Design escalonador_terminais_flat, sky130hd; sources not shown.
Figure 1. Metal 3 (run 1).
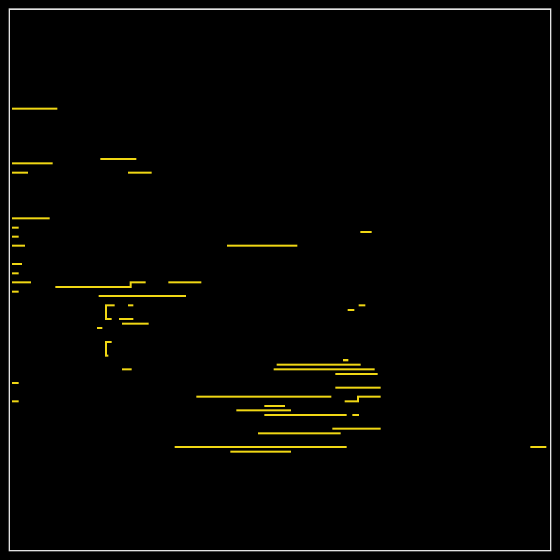
longest straight run: 25.3 um
share of all routed wire: 4.4%
wire length on this layer: 238 um
nets with wire on the layer: 38
Routed WL: 5.454 mm
met3 usage: 2.135%
Vias: 1903

Figure 2. Register map, names as in the netlist (run 1).
The bar under the picture is 20 um long. Other sequential cells in the stronger grey, the rest of the logic in the fainter grey.
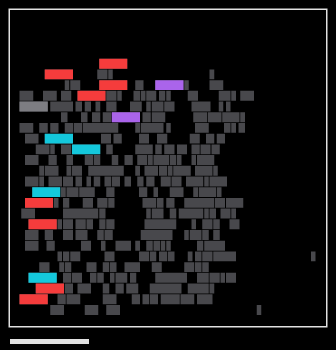
[purple] u_core.ptr_q | placed flops: 2
[cyan] u_core.st_q | placed flops: 4 | where: middle left
[red] u_core.sta_q | placed flops: 8
not coloured: 1
seq pwr: 0.250 mW
flop share of the area: 13.71%
register area: 300.3 um^2
post-layout util: 39.30%

Figure 3. Routing congestion (run 1).
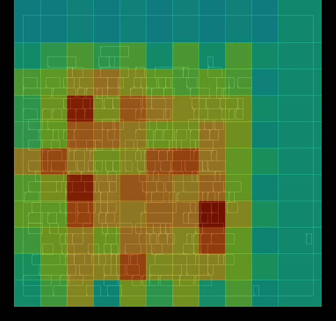
most used routing layer: met2
M2 GR Usage: 30.08%

==> results_slide.txt, run 1 <==
Implementation Results

Yosys
  – Adder share: under 10%
  – Netlist cell types: 64
  – Syn Area/Cell: 7.792 um^2
  – Area share, top type: about 17%
  – Top cells by count: nor2_1, a21oi_1, dfxtp_1
  – Cells after Synth: approximately 220
  – Yosys chip area: about 1700 um^2
  – Yosys stat cell total: 224
  – Synth logic family: AND-OR/OR-AND gates
  – Post-Synth AOI/OAI Area: 36.34%
  – Post-Synth XOR/XNOR Area: 0%
  – Post-synth EDFFs: 0
  – FFs w/ async S/R, synth: 0%
  – Yosys top cell by instances: nor2_1
  – Synthesized cell area: approximately 1700 um^2
  – Area leader, netlist: dfxtp_1
  – Top_reg_cell synth: dfxtp_1
  – And+or+nand+nor area frac: between 20% and 30%
  – Synth mux share: between 8 and 9%
  – Synth warnings: 0

Cells and area
  – Top Layout Cells: nor2_1, clkdlybuf4s50_1, buf_4, a21oi_1, dfxtp_1
  – Inverters, non-clock: 10
  – Layout clock buffer count: 3
  – Layout Nets: around 270
  – Non-clk bufs: 36
  – ANT cells: 0
  – Seq Cell Count: 15
  – Most instantiated logic cell after routing: nor2_1
  – Max reg flops: 8
  – Share of layout cells above drive strength 1: a little under a fifth
  – Fillers: ~600
  – Post-layout instance area: 2191 um^2
  – Max-area cell class: multi-input combinational cells
  – Syn-to-layout area delta: 25.52%
  – Non-filler cells, final: approximately 330
  – #MultiIn Comb: between 150 and 200
  – Combinational Area: 1368 um^2

Worst setup path
  – FF-to-FF path depth: 14
  – R2R Setup Slk: roughly 0.32 ns
  – CP max stage delay: roughly 0.55 ns
  – Top delay family on crit path: AND-OR/OR-AND gates
  – CP cell instances: o21ai_0, nand3_1, mux4_2, o21ai_2, o221ai_2, o21ai_1, buf_4, nand3_1, and3_1, a311o_1, a32oi_2, buf_4, nor4_1, nor4_1
  – Critical path's slowest cell: mux4_2
  – CP startpoint kind: flop
  – Critical Path RT: between 4 and 5 ns
  – Worst-path fanout max: 7
  – Setup crit end kind: flop
  – Critical path depth: 14
  – Arr. time, crit path: between 3 and 4 ns
  – Crit path buf inv count: 2
  – Kind of critical path: flop to flop

Clock tree
  – TritonCTS clock tree: done
  – Num CTS Buffers: 3
  – Max Buffers Root-to-Sink: 2
  – Clock sinks: 15
  – Root buffer cell: clkbuf_16
  – Worst-path clk slew: roughly 0.05 ns
  – Clk latency late pin: 0.25 ns

Power and ir drop
  – Logic pwr share: between 70% and 80%
  – Sequential Power Share: between 10 and 15%
  – VDD IR max: between 300 and 400 uV
  – Top pwr grp: combinational cells
  – Overall power: roughly 1.8 mW
  – Clock net power: ~0.19 mW
  – Int Power: roughly 0.9 mW
  – Clock share of power: 10.8%
  – Net Sw Frac: between 40 and 50%
  – Leak: around 0.83 nW
  – NetSw: ~0.87 mW
  – PwrDens: 810.4 nW/um^2

Die
  – Pre-Place Util: a little under a third
  – Tapcell Cnt: just over 70
  – Die width: 80.28 um
  – Die height: between 80 and 90 um
  – Area of the core: approximately 5600 um^2
  – Die Area: around 6400 um^2

Place
  – Placed inst area: roughly 2100 um^2
  – Placed cell count: ~330
  – Routability congestion estimate: 0.9365
  – Post-Place Worst Slack: slightly above 0.09 ns
  – Number of port buffers: 18
  – Post-DP HPWL: roughly 4.4 mm

Worst hold path
  – Hold/Removal Path Class: flop to flop
  – Hold Crit Depth: 2

Final timing
  – Setup TNS: 0 ns
  – Hold Vio Cnt, Final: 0
  – # setup viols final: 0
  – Max-Slew Margin vs Limit: a little over half
  – Min cycle time layout: 3.784 ns
  – Final period util: roughly 90%
  – Tightest Pin Transition: 0.6857 ns
  – Final Slew Violations: 0
  – RSZ-0062 raised after global routing: no
  – Final WS setup: around 0.32 ns
  – Hold Slack: about 0.5 ns

Run
  – OpenROAD warnings: 30
  – Maxcap violations: 0

GRT
  – Total gr overflow: 0
  – Total track usage: roughly 18%
  – First-pass GRT wire length: about 9.0 mm
  – Met1 Usage GRT: a little under a quarter
  – Pin count of the biggest net entering global routing: 15
  – Number of global-route vias before repair: ~1800
  – Initial antenna violation count: 0

Drt
  – Uppermost routed layer: met4
  – M1 WL: approximately 2.5 mm
  – DRT Pass-1 Iters: 4
  – DR WL/cell: between 15 and 20 um
  – Antenna-violating nets left: 0
  – Met3 WL post-DR: ~240 um
  – DR DRC count: 0

Outcome
  – Status: finished clean
Figure 4. Metal 2 (run 1).
The bar under the picture is 20 um long.
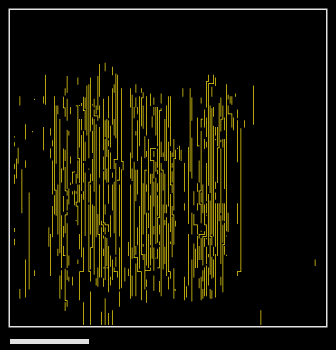

--- run 2 (diff from run 1) ---
--- a/config.mk
+++ b/config.mk
@@ -5,7 +5,7 @@
 export SDC_FILE = /design/constraint.sdc
 export NUM_CORES = 1
 export LEC_CHECK = 0
-export CORE_MARGIN = 2
+export CORE_MARGIN = 8
 export CORE_UTILIZATION = 30
 export CTS_BUF_LIST = sky130_fd_sc_hd__clkbuf_16
 export DETAILED_ROUTE_END_ITERATION = 8
Figure 5. Metal 2 (run 2).
The bar under the picture is 20 um long.
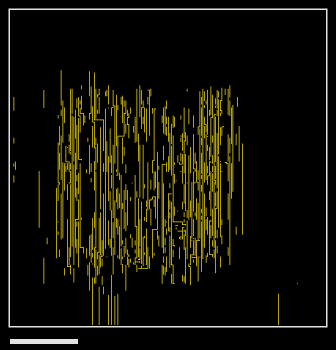
wire length on this layer: 2810 um
share of all routed wire: 47%
Vias: 1966
Routed WL: 5.950 mm

==> run 2 against run 1 <==
  * Utilization increased by 0.13 points
  * Non-clock buffer count increased by 1
  * Cell count increased by 0.30%
  * Register-to-register slack got worse by 0.097 ns
  * Maximum frequency decreased by 2.5%
  * Final area increased by 0.34%
  * Critical path type unchanged
  * Largest power group unchanged
==> results_slide.txt, run 2 <==
Implementation Results

Outcome
  – Status: finished clean

Cells and area
  – Non-clk bufs: 37 (+2.8%)
  – ClkCell Share: 3.643%
  – Top Layout Cells: nor2_1, buf_4, clkdlybuf4s50_1, a21oi_1, dfxtp_1
  – #MultiIn Comb: 192 (unchanged)
  – Inverters, non-clock: 10 (unchanged)
  – Syn-to-layout area delta: 25.95%
  – Register area: 300.3 um^2 (unchanged)
  – Max-area cell class: multi-input combinational cells
  – Layout clock buffer count: 3 (unchanged)
  – ANT cells: 0 (unchanged)
  – Layout Nets: 272 (+0.37%)
  – Combinational Area: 1368 um^2 (unchanged)
  – Flop share of the area: 13.66% (-0.047 points)
  – Post-layout util: 39.44% (+0.13 points)
  – Fillers: 591 (-1.3%)
  – Seq Cell Count: 15 (unchanged)
  – Share of layout cells above drive strength 1: 18.60% (+0.32 points)
  – Max reg flops: 8 (unchanged)

Place
  – Number of port buffers: 18 (unchanged)
  – Placed cell count: 326 (+0.31%)
  – Routability congestion estimate: 0.9793 (+4.6%)
  – Post-DP HPWL: 4.764 mm (+7.9%)
  – Post-Place Worst Slack: 0.07223 ns (-0.01892 ns)
  – Placed inst area: 2115 um^2 (+0.36%)

Worst setup path
  – CP cell instances: o21ai_0, nand3_1, mux4_2, o21ai_2, o32ai_2, o21ai_1, a32oi_1, and3_1, a311o_1, a32oi_2, buf_4, nor4_1, nor4_1
  – Worst-path fanout max: 7 (unchanged)
  – CP max stage delay: 0.55 ns (about the same)
  – R2R Setup Slk: 0.22 ns (-0.10 ns)
  – Top delay family on crit path: AND-OR/OR-AND gates
  – FF-to-FF path depth: 13 (-1)
  – Crit path buf inv count: 1 (-1)
  – Setup crit end kind: flop
  – Critical Path RT: 4.20 ns (about the same)
  – Arr. time, crit path: 3.98 ns (+0.09 ns)
  – Kind of critical path: flop to flop
  – CP startpoint kind: flop
  – Critical path depth: 13 (-1)
  – Critical path's slowest cell: mux4_2

Worst hold path
  – Hold Crit Depth: 2 (unchanged)
  – Hold/Removal Path Class: flop to flop

Clock tree
  – Clk latency late pin: 0.25 ns (about the same)
  – TritonCTS clock tree: done
  – Worst-path clk slew: 0.05 ns (about the same)
  – Num CTS Buffers: 3 (unchanged)
  – Max Buffers Root-to-Sink: 2 (unchanged)
  – Clock sinks: 15 (unchanged)
  – Root buffer cell: clkbuf_16

Power and ir drop
  – Net Sw Frac: 49.76% (+0.69 points)
  – Clock net power: 0.193 mW (about the same)
  – Logic pwr share: 75.5% (+0.3 points)
  – VDD IR max: 307.9 uV (-3.6%)
  – Top pwr grp: combinational cells
  – Clock share of power: 10.6% (-0.2 points)
  – Overall power: 1.815 mW (+2.2%)
  – Seq pwr: 0.251 mW (about the same)
  – Leak: 0.8296 nW (+0.40%)
  – PwrDens: 825.4 nW/um^2 (+1.9%)
  – Int Power: 0.9117 mW (+0.83%)
  – NetSw: 0.9029 mW (+3.6%)
  – Sequential Power Share: 13.9% (-0.2 points)

GRT
  – Met1 Usage GRT: 17.02% (-6.6 points)
  – M2 GR Usage: 23.78% (-6.3 points)
  – Initial antenna violation count: 0 (unchanged)
  – First-pass GRT wire length: 9.639 mm (+7.5%)
  – Met3 usage: 2.608% (+0.47 points)
  – Most used routing layer: met2
  – Total track usage: 13.97% (-4.0 points)
  – Total gr overflow: 0 (unchanged)
  – Number of global-route vias before repair: 1865 (+3.6%)

Yosys
  – Yosys chip area: 1745 um^2 (unchanged)
  – Synth warnings: 0 (unchanged)
  – Yosys top cell by instances: nor2_1
  – Synthesized cell area: 1745 um^2 (unchanged)
  – Post-Synth XOR/XNOR Area: 0% (unchanged)
  – Synth logic family: AND-OR/OR-AND gates
  – Area share, top type: 17.20% (unchanged)
  – Syn Area/Cell: 7.792 um^2 (unchanged)
  – Cells after Synth: 224 (unchanged)
  – And+or+nand+nor area frac: 28.96% (unchanged)
  – Area leader, netlist: dfxtp_1
  – FFs w/ async S/R, synth: 0% (unchanged)
  – Synth mux share: 8.817% (unchanged)
  – Yosys stat cell total: 224 (unchanged)
  – Top cells by count: nor2_1, a21oi_1, dfxtp_1
  – Adder share: 3.584% (unchanged)
  – Post-Synth AOI/OAI Area: 36.34% (unchanged)
  – Post-synth EDFFs: 0 (unchanged)

Final timing
  – Setup TNS: 0 ns (unchanged)
  – Min cycle time layout: 3.880 ns (+0.09659 ns)
  – Hold Slack: 0.5028 ns (-0.001159 ns)
  – Final period util: 94.64% (+2.4 points)
  – RSZ-0062 raised after global routing: no
  – Hold Vio Cnt, Final: 0 (unchanged)
  – Final WS setup: 0.2197 ns (-0.09659 ns)
  – # setup viols final: 0 (unchanged)
  – Final Slew Violations: 0 (unchanged)
  – Tightest Pin Transition: 0.5229 ns (-0.1629 ns)
  – Max-Slew Margin vs Limit: 64.77% (+11 points)

Die
  – Die Area: 8515 um^2 (+32%)
  – Tapcell Cnt: 72 (unchanged)
  – Ports: 21
  – Die height: 92.28 um (+15%)
  – Pre-Place Util: 31.31% (unchanged)
  – Die width: 92.28 um (+15%)

Drt
  – DRT Pass-1 Iters: 5 (+1)
  – Uppermost routed layer: met4
  – Met3 WL post-DR: 398 um (+67%)
  – Iteration-0 DRC Markers: around 180
  – DR WL/cell: 18.03 um (+8.8%)
  – M1 WL: 2.616 mm (+6.2%)
  – DR DRC count: 0 (unchanged)
  – Antenna-violating nets left: 0 (unchanged)

Run
  – OpenROAD warnings: 30 (unchanged)
  – Maxcap violations: 0 (unchanged)
Figure 6. Selected gate families (run 2).
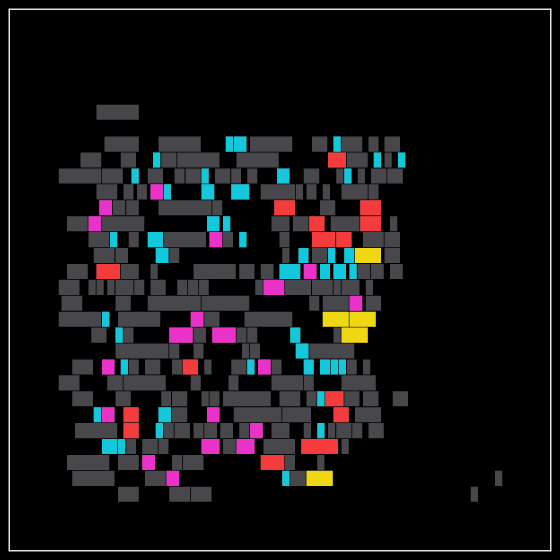
[red] non-inverting ao/oa cells | cells: 15 | most used: o21a_1
[cyan] nor cells | cells: 44 | most used: nor2_1
[yellow] fa/ha/maj cells | cells: 5 | most used: ha_1
[magenta] and/or cells | cells: 19 | most used: and2_1
most instantiated logic cell after routing: nor2_1
logic share of the area: 62.21%
non-filler cells, final: 330

No activity file was given, so power comes from the tool's default toggle rates.
